**src/rtl/sloc_pkg.sv**
```systemverilog
// Shared definitions for the sound-localisation path: default channel count
// and sample width (common to ADC_DataControl and the FIR), capture FSM
// state encoding, and width helpers for channel and address fields.
package sloc_pkg;

  // Default channel count and signed sample width of the localisation path
  localparam int SLOC_NCH = 4;
  localparam int SLOC_W   = 11;

  // Default capture geometry
  localparam int SLOC_DEPTH   = 64;
  localparam int SLOC_PRETRIG = 16;

  // Capture FSM state encoding, visible on the state output
  localparam logic [2:0] ST_IDLE  = 3'd0;
  localparam logic [2:0] ST_PRE   = 3'd1;
  localparam logic [2:0] ST_ARMED = 3'd2;
  localparam logic [2:0] ST_POST  = 3'd3;
  localparam logic [2:0] ST_DONE  = 3'd4;

  // Channel index width; never narrower than one bit
  function automatic int sloc_cw(input int nch);
    return (nch <= 1) ? 1 : $clog2(nch);
  endfunction

  // Sample address width for a power-of-two depth
  function automatic int sloc_aw(input int depth);
    return $clog2(depth);
  endfunction

endpackage

```
**src/rtl/sloc_cap_ram.sv**
```systemverilog
// Simple dual-port capture memory: one write port, one registered read port.
// Each word holds one full sample set (all channels side by side); lane
// selection happens in the parent. Contents are not reset.
module sloc_cap_ram #(
  parameter int DW    = 44,
  parameter int DEPTH = 64,
  parameter int AW    = 6
) (
  input  logic          CLOCK_50,
  input  logic          we,
  input  logic [AW-1:0] waddr,
  input  logic [DW-1:0] wdata,
  input  logic          re,
  input  logic [AW-1:0] raddr,
  output logic [DW-1:0] rdata
);

  logic [DW-1:0] mem [DEPTH];

  // Write one sample set per strobe
  always_ff @(posedge CLOCK_50) begin
    if (we) begin
      mem[waddr] <= wdata;
    end
  end

  // Registered read; the word is held while no read is requested
  always_ff @(posedge CLOCK_50) begin
    if (re) begin
      rdata <= mem[raddr];
    end
  end

endmodule

```
**src/rtl/sloc_ch_capture.sv**
```systemverilog
// Multi-channel triggered capture buffer with pre/post-trigger window.
// All channels are written together into a circular memory on each sample
// strobe; a magnitude threshold on masked channels freezes a DEPTH-sample
// window (PRETRIG samples before the trigger) for readout.
// Optional build macro: SLOC_CAP_TIMESTAMP_EN adds a 32-bit sample-strobe
// counter whose value at the trigger sample is reported on trig_ts; without
// it trig_ts is tied to zero.
//
// Read handshake: rd_req has no ready. A request is accepted only while the
// FSM is in DONE; every accepted request produces exactly one rd_valid pulse
// with its rd_data two cycles later, one per cycle when back-to-back.
// Requests in any other state are dropped silently.
module sloc_ch_capture
  import sloc_pkg::*;
#(
  parameter  int NCH     = SLOC_NCH,
  parameter  int W       = SLOC_W,
  parameter  int DEPTH   = SLOC_DEPTH,
  parameter  int PRETRIG = SLOC_PRETRIG,
  localparam int CW      = sloc_cw(NCH),
  localparam int AW      = sloc_aw(DEPTH)
) (
  input  logic               CLOCK_50,
  input  logic               reset_n,
  input  logic               sample_en,
  input  logic [NCH*W-1:0]   ch_data,
  input  logic               arm,
  input  logic [W-1:0]       thresh,
  input  logic [NCH-1:0]     trig_mask,
  input  logic               rd_req,
  input  logic [CW-1:0]      rd_ch,
  input  logic [AW-1:0]      rd_addr,
  output logic               rd_valid,
  output logic [W-1:0]       rd_data,
  output logic [2:0]         state,
  output logic [CW-1:0]      trig_ch,
  output logic [31:0]        trig_ts
);

  // Last sample count in PRE (pre-window full) and in POST (post-window full)
  localparam logic [AW-1:0] PRE_LAST  = AW'(PRETRIG - 1);
  localparam logic [AW-1:0] POST_LAST = AW'(DEPTH - PRETRIG - 1);

  logic [2:0]       state_q;
  logic [AW-1:0]    wr_ptr;
  logic [AW-1:0]    cnt;
  logic [AW-1:0]    start_ptr;
  logic [CW-1:0]    trig_ch_q;

  logic             capturing;
  logic             do_write;
  logic             enter_post;

  logic [W:0]       mag [NCH];
  logic [NCH-1:0]   hit;
  logic             hit_any;
  logic [CW-1:0]    hit_idx;

  logic             rd_accept;
  logic [AW-1:0]    rd_phys;
  logic [NCH*W-1:0] ram_q;
  logic             rd_v1;
  logic [CW-1:0]    rd_ch1;
  logic [W-1:0]     rd_lane;

  // Writes happen only while the window is being filled; arm takes priority
  // over a coincident strobe so that sample is discarded
  always_comb begin
    capturing  = (state_q == ST_PRE) || (state_q == ST_ARMED) || (state_q == ST_POST);
    do_write   = sample_en && !arm && capturing;
    enter_post = do_write && (state_q == ST_ARMED) && hit_any;
  end

  // Per-channel magnitude in W+1 bits so negative full scale does not overflow
  always_comb begin
    for (int c = 0; c < NCH; c++) begin
      mag[c] = ch_data[c*W+W-1] ? ((~{1'b1, ch_data[c*W +: W]}) + 1'b1)
                                : {1'b0, ch_data[c*W +: W]};
      hit[c] = trig_mask[c] && (mag[c] >= {1'b0, thresh});
    end
  end

  // Lowest-index firing channel wins
  always_comb begin
    hit_any = |hit;
    hit_idx = '0;
    for (int c = NCH - 1; c >= 0; c--) begin
      if (hit[c]) begin
        hit_idx = CW'(c);
      end
    end
  end

  // Capture FSM, write pointer, window counter and frozen window origin
  always_ff @(posedge CLOCK_50) begin
    if (!reset_n) begin
      state_q   <= ST_IDLE;
      wr_ptr    <= '0;
      cnt       <= '0;
      start_ptr <= '0;
      trig_ch_q <= '0;
    end else if (arm) begin
      state_q   <= ST_PRE;
      wr_ptr    <= '0;
      cnt       <= '0;
      trig_ch_q <= '0;
    end else if (do_write) begin
      wr_ptr <= wr_ptr + 1'b1;
      case (state_q)
        ST_PRE: begin
          if (cnt == PRE_LAST) begin
            state_q <= ST_ARMED;
            cnt     <= '0;
          end else begin
            cnt <= cnt + 1'b1;
          end
        end
        ST_ARMED: begin
          // The trigger sample itself is the first post-trigger sample
          if (hit_any) begin
            state_q   <= ST_POST;
            cnt       <= AW'(1);
            trig_ch_q <= hit_idx;
          end
        end
        ST_POST: begin
          if (cnt == POST_LAST) begin
            // Next write slot holds the oldest sample of the window
            state_q   <= ST_DONE;
            start_ptr <= wr_ptr + 1'b1;
            cnt       <= '0;
          end else begin
            cnt <= cnt + 1'b1;
          end
        end
        default: begin
        end
      endcase
    end
  end

  assign state   = state_q;
  assign trig_ch = trig_ch_q;

`ifdef SLOC_CAP_TIMESTAMP_EN
  logic [31:0] ts_cnt;
  logic [31:0] ts_q;

  // Free-running sample-strobe counter since reset
  always_ff @(posedge CLOCK_50) begin
    if (!reset_n) begin
      ts_cnt <= '0;
    end else if (sample_en) begin
      ts_cnt <= ts_cnt + 32'd1;
    end
  end

  // Latch the trigger sample's timestamp (strobes before it) on entry to POST
  always_ff @(posedge CLOCK_50) begin
    if (!reset_n) begin
      ts_q <= '0;
    end else if (enter_post) begin
      ts_q <= ts_cnt;
    end
  end

  assign trig_ts = ts_q;
`else
  assign trig_ts = '0;
`endif

  // Window index to physical slot, wrapping mod DEPTH
  always_comb begin
    rd_accept = rd_req && (state_q == ST_DONE);
    rd_phys   = start_ptr + rd_addr;
  end

  sloc_cap_ram #(
    .DW    (NCH*W),
    .DEPTH (DEPTH),
    .AW    (AW)
  ) u_ram (
    .CLOCK_50 (CLOCK_50),
    .we       (do_write),
    .waddr    (wr_ptr),
    .wdata    (ch_data),
    .re       (rd_accept),
    .raddr    (rd_phys),
    .rdata    (ram_q)
  );

  // First read stage tracks the request alongside the RAM read register
  always_ff @(posedge CLOCK_50) begin
    if (!reset_n) begin
      rd_v1  <= 1'b0;
      rd_ch1 <= '0;
    end else begin
      rd_v1  <= rd_accept;
      rd_ch1 <= rd_ch;
    end
  end

  // Select the requested channel lane from the full sample set
  always_comb begin
    rd_lane = '0;
    for (int c = 0; c < NCH; c++) begin
      if (rd_ch1 == CW'(c)) begin
        rd_lane = ram_q[c*W +: W];
      end
    end
  end

  // Output register; unaffected by arm so in-flight reads still complete
  always_ff @(posedge CLOCK_50) begin
    if (!reset_n) begin
      rd_valid <= 1'b0;
      rd_data  <= '0;
    end else begin
      rd_valid <= rd_v1;
      if (rd_v1) begin
        rd_data <= rd_lane;
      end
    end
  end

endmodule

```
**config.mk**
```make
export PLATFORM = sky130hd
export DESIGN_NAME = sloc_ch_capture
export DESIGN_NICKNAME = d
export VERILOG_FILES = /design/src/rtl/sloc_pkg.sv /design/src/rtl/sloc_cap_ram.sv /design/src/rtl/sloc_ch_capture.sv
export SDC_FILE = /design/constraint.sdc
export NUM_CORES = 2
export LEC_CHECK = 0
export ABC_AREA = 1
export CELL_PAD_IN_SITES_DETAIL_PLACEMENT = 0
export CELL_PAD_IN_SITES_GLOBAL_PLACEMENT = 1
export CORE_MARGIN = 5
export CORE_UTILIZATION = 40
export DETAILED_ROUTE_END_ITERATION = 7
export PLACE_DENSITY = 0.69
export SYNTH_ARGS = -nofsm -noshare
export SYNTH_HDL_FRONTEND = slang
export SYNTH_SLANG_ARGS = --single-unit
```
**constraint.sdc**
```tcl
create_clock -name CLOCK_50 -period 6.65 [get_ports CLOCK_50]
set_input_delay 0.665 -clock CLOCK_50 [delete_from_list [all_inputs] [get_ports CLOCK_50]]
set_output_delay 0.665 -clock CLOCK_50 [all_outputs]
set_load 0.02 [all_outputs]
```
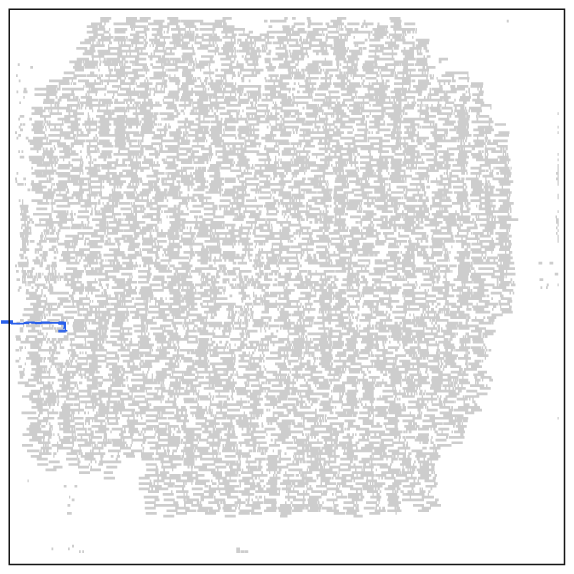
Figure 1: wires at chosen ports, followed through buffers.
Drawn at 1 px/um.
port	color	bits	direction	edge	end cells	wire
trig_ch	blue	2	output	left	2	140 um
I/O Buffers: 88
IO Pins: 121

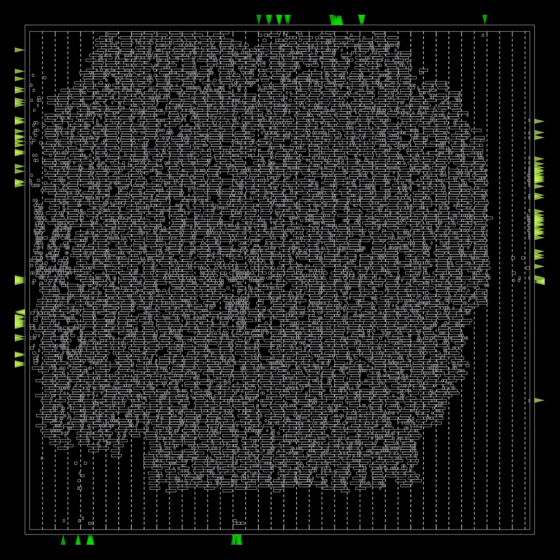
Figure 2: placement view.
fin cells: 13500
Core Footprint: 0.294 sq mm
flop count: 2898
num rows: 199
final core utilization: 0.455

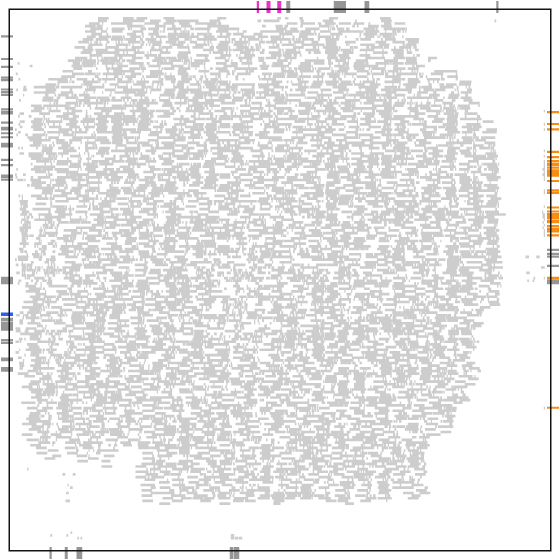
Figure 3: pin map.
Pins as bars across the die edge, other pins in gray.
port	color	pins	direction	edge
trig_ts	orange	32	output	right
trig_ch	blue	2	output	left
rd_addr	magenta	6	input	top
all pins by edge	46 left, 39 right, 22 top, 14 bottom
Die H: 554 um
Die Wd: 554 um

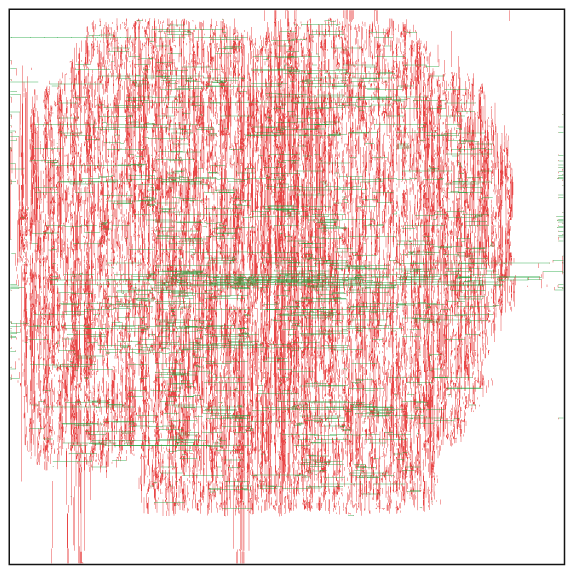
Figure 4: routed metal, one color a layer.
Drawn at 1 px/um. Only two layers are drawn.
layer	color	wire length
M3	green	25.5 mm
M2	red	162 mm
drt wl/cell: 25.3 um
final wirelength: 342000 um
Global Route Usage Sum: 0.216
via count: 74800

## report_power, final
| group | internal (mW) | switching, mW | total, mW |
|---|---|---|---|
| clock | 9.77 | 6.91 | 16.7 |
| sequential | 20.1 | 0.00669 | 20.1 |
| combinational | 0.628 | 1.69 | 2.32 |
| total | 30.5 | 8.61 | 39.1 |
## stage by stage
step           instance area [sq um]  std cells
2_1_floorplan                 118000       9364
3_3_place_gp                  124000      13000
3_5_place_dp                  124000      13000
4_1_cts                       134000      13500
5_1_grt                       134000      13500
6_report                      134000      13500
## routing by layer
metal  global-route usage  vias to the layer above  part of all wire  wire [um]
li1                     -                    33800                 -          -
met4               0.0717                        2             0.035      12000
met2                0.354                     2847              0.47     162000
met3               0.0381                      576             0.074      25500
met5                    0                        -          0.000038         13
met1                0.293                    37600              0.42     143000
==> run summary <==
Inverters - 475
DRC Markers - 0
Hold depth - 1
Buffers excl. clock - 333
Worst Path Arrival - 4.99 ns
Clock sink total - 2898
CTS tree - yes
Drt first pass iters - 6
Cycle use final - 0.656
Clock Pin Slew Worst Setup and Hold Paths - 0.06 ns
Layout Skew - 0.0625 ns
Yosys top cell area share - 0.726
FA/HA/MAJ Cells, Area Fraction - 0.00599
Synth Area in XOR/XNOR - 0.00311
Critical path depth - 5
R2R Path End - u_ram.mem[44][18]
Max Slew Vio Count - 0
Async S/R FF share, synth - 0
Clkbuf count - 393
FF+latch area - 0.0866 sq mm
Worst hold path class - in -> reg
Synth top cell by count - edfxtp_1
Final worst slack - 2.29 ns
Final antenna-violating net count - 0
Power Density - 292 mW/mm^2
Post-cts resize count - 0
Worst hold start - ch_data[7]
Yosys Instances - 9333
OpenROAD warning count - 57
Maxcap violations - 0
Top non-seq family - AND-OR/OR-AND gates
Tap Count - 3919
Total power - 39.1 mW
Crit. End Element - register
Slowest cell on crit path - nor2_4
Gr ovfl total - 0
Basic Gates by Area - 0.0897
Detail Placement HPWL - 190000 um
R2R depth - 5
CP startpoint - state[0]
Worst path max stage delay - 1.05 ns
First-pass GRT wire length - 494000 um
AO/OA Area Share - 0.0988
Area leader, netlist - edfxtp_1
Final setup fails - 0
Largest net degree at the start of global routing - 137
GPL Wtd Cong - 0.839
Hold Fails Final Rpt - 0
Slew at the pin closest to its max-slew limit - 1.23 ns
RSZ-0062 raised after global routing - no
Peak supply drop - 0.000312 V
Post-synth EDFFs - 2860
Cts bufs inserted - 318
Setup tns final - 0 ns
Bufs and invs on worst path - 1
# diodes - 4
Tmin final - 4.36 ns
Seq share, synth - 0.733
Synth-to-Final Area Change - 13.2%
CTS H-tree depth - 5
Initial DRC Count - 8135
Chip area in the Yosys report - 0.118 sq mm
Synth warn - 0
Status - complete, no violations
Mapped Cells - 9333
Vias in the first global route - 72500
MUX share of area - 0.0298
Root buf cell - clkbuf_16
Share of layout cells above drive strength 1 - 0.0810
Gate Area - 0.0276 sq mm
Worst EP required - 7.28 ns
Bufs on Longest Clock Path - 4
CP startpoint kind - register
CP Cell Sequence - o211ai_1 -> nor2_2 -> nand4_1 -> nor2_4 -> buf_4
Top cells excl fill/tap - edfxtp_1 (2860), nor2_1 (1482), o21ai_0 (1213)
Syn Std Cell Area - 0.118 sq mm
Clock buf/inv share - 0.0723
Synth Area per Inst - 12.7 sq um
Top Registers - u_ram.mem x2816, u_ram.rdata x44, rd_data x11
Setup Fix Bufs, Post-CTS - 0
Fin nets - 9528
Commonest flop - edfxtp_1
FF-to-FF setup slack - 2.29 ns
#FFs+latches synth - 2898
CP max FO - 22
Sequential cell area share - 0.647
Chip Area - 0.307 sq mm
Via density - 5.52
FMAX - 229 MHz
Top cell excl fill/tap - edfxtp_1
Fp util - 0.402
Signal buf overhead - 0.0243
WHS - 0.0612 ns
Filler cells - 26400
Top cells by count - edfxtp_1 (2860), nor2_1 (1546), o21ai_0 (1213)
Largest register by flop count - u_ram.mem
Count of unique library cells instantiated by Yosys - 35
Hold-fix buffers, CTS - 0
Worst hold endpoint - u_ram.mem[33][7]
Post-synth area hogs - edfxtp_1 (73%), o21ai_0 (5.1%), nor2_1 (4.9%)
Setup Crit Path Kind - reg -> reg
Post-place setup slack - 1.53 ns
CP top delay family - simple AND/OR/NAND/NOR gates
R2r startpoint - state[0]
Max reg flops - 2816
Worst setup path endpoint - u_ram.mem[44][18]
Biggest Area Class - registers
Combinational gates - 5374
Max-slew headroom - 0.178
Logic share of the area - 0.206
Leakage - 45.6 nW
Latency at later pin - 0.96 ns
Power is estimated from default activity; no workload was simulated.
